placed.png
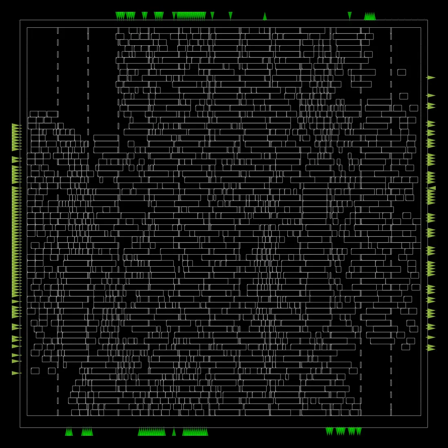
ff_map.png
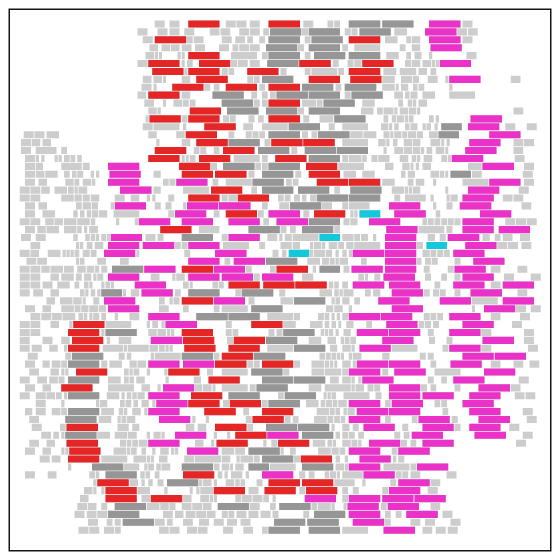
port_trees.png
The bar under the picture is 50 um long.
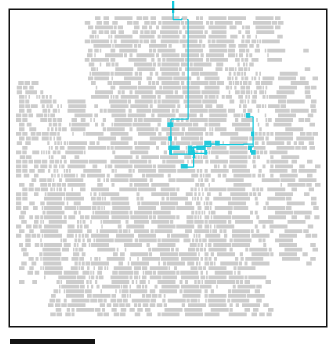
m2.png
The bar under the picture is 50 um long.
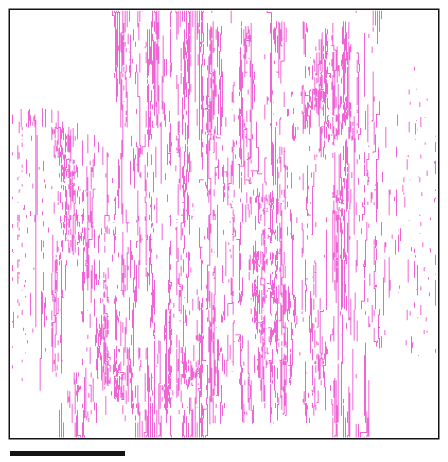
$ cat config.mk
export PLATFORM = sky130hd
export DESIGN_NAME = pipelined_adder
export DESIGN_NICKNAME = d
export VERILOG_FILES = /design/src/rtl/pipelined_adder.sv
export SDC_FILE = /design/constraint.sdc
export NUM_CORES = 1
export LEC_CHECK = 0
export CAP_MARGIN = 20
export CORE_MARGIN = 3
export CORE_UTILIZATION = 51
export DETAILED_ROUTE_END_ITERATION = 6
export PLACE_DENSITY = 0.77
export SLEW_MARGIN = 30
export SYNTH_ARGS = -nofsm -noshare
export SYNTH_HDL_FRONTEND = slang
export SYNTH_SLANG_ARGS = --single-unit
$ cat constraint.sdc
create_clock -name clk -period 3.81 [get_ports clk]
set_input_delay 0.381 -clock clk [delete_from_list [all_inputs] [get_ports clk]]
set_output_delay 0.381 -clock clk [all_outputs]
set_load 0.05 [all_outputs]
$ cat src/rtl/pipelined_adder.sv
// rtl/pipelined_adder.sv - pipelined add/subtract core with flags and valid/ready backpressure
module pipelined_adder #(
    parameter int WIDTH  = 64,
    parameter int STAGES = 4
) (
    input  logic             clk,
    input  logic             rst_n,
    input  logic             in_valid,
    output logic             in_ready,
    input  logic [WIDTH-1:0] op1,
    input  logic [WIDTH-1:0] op2,
    input  logic             carry_in,
    input  logic             sub,
    output logic             out_valid,
    input  logic             out_ready,
    output logic [WIDTH-1:0] result,
    output logic             carry_out,
    output logic             overflow,
    output logic             zero
);
    localparam int SEG  = WIDTH / STAGES;
    localparam int LAST = STAGES - 1;

    // Per-stage registers: forwarded operands, partial result, segment carry, valid.
    logic [WIDTH-1:0]  r_a [STAGES];
    logic [WIDTH-1:0]  r_b [STAGES];
    logic [WIDTH-1:0]  r_s [STAGES];
    logic [STAGES-1:0] r_c;
    logic [STAGES-1:0] r_v;
    logic              r_ovf;
    logic              r_zero;

    logic [WIDTH-1:0]  w_a_in   [STAGES];
    logic [WIDTH-1:0]  w_b_in   [STAGES];
    logic [WIDTH-1:0]  w_s_in   [STAGES];
    logic [WIDTH-1:0]  w_s_next [STAGES];
    logic [SEG:0]      w_seg    [STAGES];
    logic [STAGES-1:0] w_c_in;
    logic [STAGES-1:0] w_v_in;
    logic [STAGES-1:0] w_c_next;
    logic              w_adv;
    logic              w_c_msb;
    logic              w_ovf;
    logic              w_zero;

    assign w_adv = !r_v[LAST] | out_ready;

    always_comb begin
        w_c_in    = '0;
        w_v_in    = '0;
        w_c_next  = '0;
        // Subtraction is folded into the operands at the input so every stage is a plain add.
        w_a_in[0] = op1;
        w_b_in[0] = sub ? ~op2 : op2;
        w_s_in[0] = '0;
        w_c_in[0] = sub | carry_in;
        w_v_in[0] = in_valid;
        for (int k = 1; k < STAGES; k++) begin
            w_a_in[k] = r_a[k-1];
            w_b_in[k] = r_b[k-1];
            w_s_in[k] = r_s[k-1];
            w_c_in[k] = r_c[k-1];
            w_v_in[k] = r_v[k-1];
        end
        for (int k = 0; k < STAGES; k++) begin
            w_seg[k] = {1'b0, w_a_in[k][k*SEG +: SEG]}
                     + {1'b0, w_b_in[k][k*SEG +: SEG]}
                     + (SEG+1)'(w_c_in[k]);
            w_s_next[k]               = w_s_in[k];
            w_s_next[k][k*SEG +: SEG] = w_seg[k][SEG-1:0];
            w_c_next[k]               = w_seg[k][SEG];
        end
        // Carry into the MSB recovered from the MSB sum bit and its two operand bits.
        w_c_msb = w_a_in[LAST][WIDTH-1] ^ w_b_in[LAST][WIDTH-1] ^ w_s_next[LAST][WIDTH-1];
        w_ovf   = w_c_msb ^ w_c_next[LAST];
        w_zero  = ~|w_s_next[LAST];
    end

    always_ff @(posedge clk) begin
        if (!rst_n) begin
            r_v    <= '0;
            r_c    <= '0;
            r_ovf  <= 1'b0;
            r_zero <= 1'b0;
            for (int k = 0; k < STAGES; k++) begin
                r_a[k] <= '0;
                r_b[k] <= '0;
                r_s[k] <= '0;
            end
        end else if (w_adv) begin
            r_v <= w_v_in;
            // Data only moves with valid tokens, so outputs hold their last value across bubbles.
            for (int k = 0; k < STAGES; k++) begin
                if (w_v_in[k]) begin
                    r_a[k] <= w_a_in[k];
                    r_b[k] <= w_b_in[k];
                    r_s[k] <= w_s_next[k];
                    r_c[k] <= w_c_next[k];
                end
            end
            if (w_v_in[LAST]) begin
                r_ovf  <= w_ovf;
                r_zero <= w_zero;
            end
        end
    end

    assign in_ready  = w_adv;
    assign out_valid = r_v[LAST];
    assign result    = r_s[LAST];
    assign carry_out = r_c[LAST];
    assign overflow  = r_ovf;
    assign zero      = r_zero;
endmodule

==> qor.txt <==
Wire length of the first global-routing pass = 48100 um
Quantity of I/O buffers inserted on ports = 202
Clock power share = 35.0%
Max clock buf depth = 3
Buffer cell driving the clock tree root = clkbuf_16
Wirelength per Cell = 16.0 um
Int Pwr = 6.92 mW
Yosys stat chip area = 16500 sq um
Invs w/o clock = 28
Final setup violation count = 0
Post-CTS setup buffer count = 0
Clock group total power = 3.14 mW
Highest achievable clock rate = 326 MHz
Most frequent CP cell = o21ai_1
Total die size = 34500 sq um
Critical path, cell by cell = inv_1 -> fa_1 -> inv_1 -> fa_1 -> a21o_1 -> a21oi_1 -> o21ai_1 -> a41oi_1 -> o21ai_1 -> o21a_1 -> o21ai_1 -> nor3b_1
Kind of cell adding the most delay to the critical path = AND-OR/OR-AND gates
Launching instance or port of the critical path = r_c[1]
Dominant combinational family = simple AND/OR/NAND/NOR gates
Top-Level Pins = 203
Worst hold slack across all endpoints = 447 ps
Combinational share of cell area = 27.2%
Run status = completed
Iteration-0 DRC count of the detailed router = 603
Leading post-synthesis cells by cell area = edfxtp_1 64%, and2_1 9.4%, ha_1 4.6%
Flip-flops with a built-in enable = 352
Comb_multi_in = 802
Hold path cells = 2
GR met2 Demand/Resource = 26.7%
Multiplexer share = 0.0608%
Capture point of the critical path = r_s[2][46]
Ratio of cells with drive above 1 in the final layout = 5.45%
Fa+ha+maj area frac = 5.53%
Number of fillers in the final layout = 2358
Routed length on met1 = 14000 um
Global routing met1 resource utilization = 26.2%
Number of H-tree levels = 2
Top contributor to total power = sequential cells
Routed wire length on met2 = 13300 um
Headroom to the max-slew limit = 41.3%
Number of vias after detailed routing = 9505
Hold violation count in the final report = 0
Number of storage elements in the synthesis netlist = 362
Count of placed standard cells in the final layout, fillers left out = 1872
Max-cap violations = 0
Most area-hungry cell type in the Yosys netlist = edfxtp_1
Proportion of power drawn by flip-flops and latches = 52.8%
-- placed.png (at the start) --
number of well taps: 402
CORE AREA: 31700 sq um
fraction of standard cell area that is sequential: 53.8%
core occupancy in the finished layout: 63.2%
Placement Rows: 65

-- ff_map.png (at the start) --
Key: red = `r_b` [flops 96]; cyan = `r_v` [flops 4]; magenta = `r_s` [flops 160]
Another 102 sequential cells are not coloured.

-- port_trees.png (at the start) --
Key: cyan = `rst_n` [bits 1, direction input, end cells 17, wire 225 um]

-- m2.png (at the start) --
The layer carries 13300 um of wire. The wires run mostly vertical. 1287 nets have wire on it.

No activity file was given, so power comes from the tool's default toggle rates.
